==> images/final_congestion.png <==
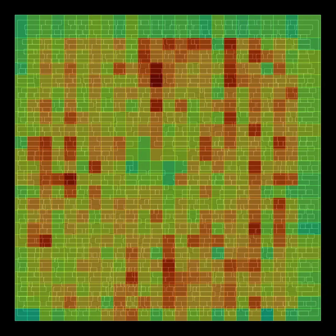
==> images/port_nets.png <==
Bar = 50 um.
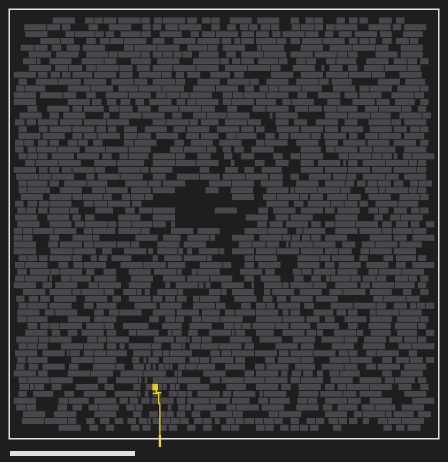
Design vec_inst_queue_flat, sky130hd; sources not shown.
==> run summary <==
Figures from the implementation reports.

- In the layout the tool counted multi-input logic cells amounting to around 520.
- The relative area of non-clock buffer cells in the final design is 0.117.
- The total design power is about 10 mW.
- The flip-flop and latch count is slightly below 400.
- The post-synthesis adder-cell area fraction reads 0.00543.
- Yosys mapped a number of flops with a built-in enable equal to 0.
- The combinational share of cell area is 0.338.
- Per the finish-stage timing summary, setup violations number 0.
- The maximum number of pins on one net before global-route repair reads 127.
- The average detailed-routed wire length per instance reads between 20 and 25 um.
- The synthesized cell area is approximately 0.018 mm2.
- The data required time of the critical path reads between 3 and 4 ns.
- Per the layout area report, the sequential fraction of cell area is 0.460.
- The core utilization at floorplan reads 0.626.
- The most used standard cell by instance count after synthesis is sky130_fd_sc_hd__dfrtp_1.
- The number of logic inverters in the finished layout reads 5.
- The leakage component of the power is between 10 and 15 nW.
- The number of cells on the worst reg-to-reg path reads 7.
- Per the synthesis report, the AND-OR/OR-AND share of the synthesized area is 0.00293.
- Once layout is complete, the cells apart from fillers number around 1,600.
- Per the detailed-route log, wirelength across all metal layers totals 35.8 mm.
- The area of combinational cells with multiple inputs reads between 0.007 and 0.008 mm2.
- The detailed-route via count is 9,442.
- The initial antenna violation count reads 2.
- The count of distinct cell types in the synthesized netlist is 33.
- Yosys attributes the largest share of cell area to sky130_fd_sc_hd__dfrtp_1 (56%), sky130_fd_sc_hd__mux2_2 (14%), sky130_fd_sc_hd__mux4_2 (12%).
- The count of filler cells inserted in the layout reads 1,658.
- The prevailing logic family in the synthesized netlist is multiplexers.
- The tally of nets with antenna violations remaining after routing reads 0.
- Yosys reported that registers with async set or reset make up 1.00.
- Counting tap cells, the placed design contains a total of 1,539 instances.
- The register share after synthesis reads 0.561.
- The run finished with clean final reports.
- The weighted congestion reported at the end of routability-driven placement reads ~0.75.
- The synthesis-stage register bit count reads 393.
- From synthesis to final layout, the design area changed by 22.2%.
- The start-to-end type of the worst setup path is flop to output pin.
- Note that the worst hold path type here is input pin to asynchronous set/reset pin.
- The most numerous logic cell after layout reads sky130_fd_sc_hd__dfrtp_1.
- The flop-to-flop setup slack is 1.32 ns.
- The cell total in the yosys stat output is 985.
- The number of instances in the synthesized netlist is just under 1,000.
- For this design the ratio of total power to cell area is about 480 mW/mm2.
- The fraction of final cell area spent on clock buffers and inverters in this run is 0.0624.
- In this run the cell area measured after placement is between 0.02 and 0.025 mm2.
- The time the worst path needs with I/O delays and setup reads 3.43 ns.
- The number of endpoints with negative hold slack in the final report is 0.
- In this run, CTS created clock tree buffers numbering between 40 and 50.
- The H-tree depth reads 2.
- The run reported a max-capacitance violation count of 0.
- The sum of net half-perimeters after detailed placement is between 20 and 25 mm.
- The area fraction in xor and xnor cells is 0.00250.
- The total area of sequential cells reads roughly 0.0098 mm2.
- The per-cell via count in the routed design is slightly below 6.
- STA lists the maximum fanout along the critical path as 23.
- The via count of the first global-routing pass is ~10,000.
- Setup total negative slack on the finished layout was measured at 0 ns.
- In the synthesis report, Yosys lists the chip area as around 0.018 mm2.
- Looking at the clock tree report, the maximum root-to-sink buffer count equals 3.
- The wire length of the first global-routing pass is about 58 mm.
- The simple-gate share of the synthesized area reads 0.0153.
- The slowest stage of the critical path is the sky130_fd_sc_hd__dfrtp_4 cell.
- The worst setup path is captured at an output pin.
- The number of sinks driven by the clock tree is 393.
- The largest incremental delay on the critical path is around 0.76 ns.
- The largest vdd supply drop is around 0.00041 V.
- Sorting the synthesized cells by how often they occur yields sky130_fd_sc_hd__dfrtp_1 (393), sky130_fd_sc_hd__mux2_2 (224), sky130_fd_sc_hd__mux2_4 (125).
- TritonCTS built the clock tree.
- The net count after synthesis is approximately 1,100.
- The y dimension of the die reads between 150 and 200 um.
- Across the placement rows, the number of tap cells is ~380.
- The post-place setup slack reads about 0.74 ns.
- The number of violations reported at the end of detailed-routing iteration 0 is between 300 and 400.
- The cell taking the most area after synthesis reads sky130_fd_sc_hd__dfrtp_1.
- For reference, the mux area share after synthesis is 0.387.
- The horizontal die dimension is around 170 um.
- Counting the clock-network buffers in the layout gives 58.
- The prevailing post-synth register cell reads sky130_fd_sc_hd__dfrtp_1.
- The mean post-synth cell area reads approximately 18 um2.
- The cell class ranked first by area is sequential cells.
- By instance count after routing, the leading logic cell types are sky130_fd_sc_hd__dfrtp_1 (391), sky130_fd_sc_hd__mux2_2 (224), sky130_fd_sc_hd__clkdlybuf4s50_1 (204), sky130_fd_sc_hd__mux2_4 (125), sky130_fd_sc_hd__mux4_2 (96).
- The highest clock rate this design can be run at is around 290 MHz.
- The arrival time at the worst endpoint is between 2 and 3 ns.
- The fraction of layout instances using a drive strength above 1 reads 0.449.
- The final timing report lists clock skew as approximately 0.012 ns.
- The standard cell core area is between 0.02 and 0.03 mm2.
- Walking the worst path, the cells encountered are buf_4 -> mux4_2 -> clkdlybuf4s50_1.
- The buffer cell driving the clock tree root reads sky130_fd_sc_hd__clkbuf_16.
- On the final layout, the worst hold slack is roughly 0.18 ns.
- The number of search-and-repair iterations in the first detailed-routing pass is 4.
- The transition time at the pin with the least slew margin is 1.00 ns.
- The stage-log warning count reads 32.
- The total number of placement rows reads 61.
- The number of non-clock buffers in the layout is ~240.
About final_congestion.png:
gr usage total: 0.256
Post-Route Utilization: 0.765

About port_nets.png:
| port | color | bits | direction | edge | end cells | buffers | wire |
|---|---|---|---|---|---|---|---|
| `bus_in_valid` | yellow | 1 | input | bottom | 1 | 1 | 24.8 um |
count of input and output buffers: 205
number of top-level pins: 206

==> critical path, delay by kind of cell (launching register included) <==
kind | cells | cell delay, ns
multiplexers | 1 | 0.58
flip-flops | 1 | 0.76
buffers and inverters | 2 | 0.94
==> power by group <==
part           switching (mW)  leakage (nW)  internal, mW  total [mW]
Sequential              0.284          5.44          4.21        4.49
Clock                    1.48         0.672          2.18        3.66
Combinational           0.933          4.55          1.27        2.20
==> logic make-up after synthesis <==
logic type,count (synthesis)
flops,393
mux,465
compound gates,5
fa+ha+maj,7
xor+xnor,5
simple gates,41
buf+inv,69
==> per-layer routing <==
metal | vias up | share of wire | track usage
met5 | - | 0 | 0
met4 | 0 | 0.017 | 0.0683
met3 | 48 | 0.058 | 0.0610
met2 | 207 | 0.50 | 0.418
met1 | 5073 | 0.42 | 0.346
li1 | 4114 | - | -
No activity file was given, so power comes from the tool's default toggle rates.
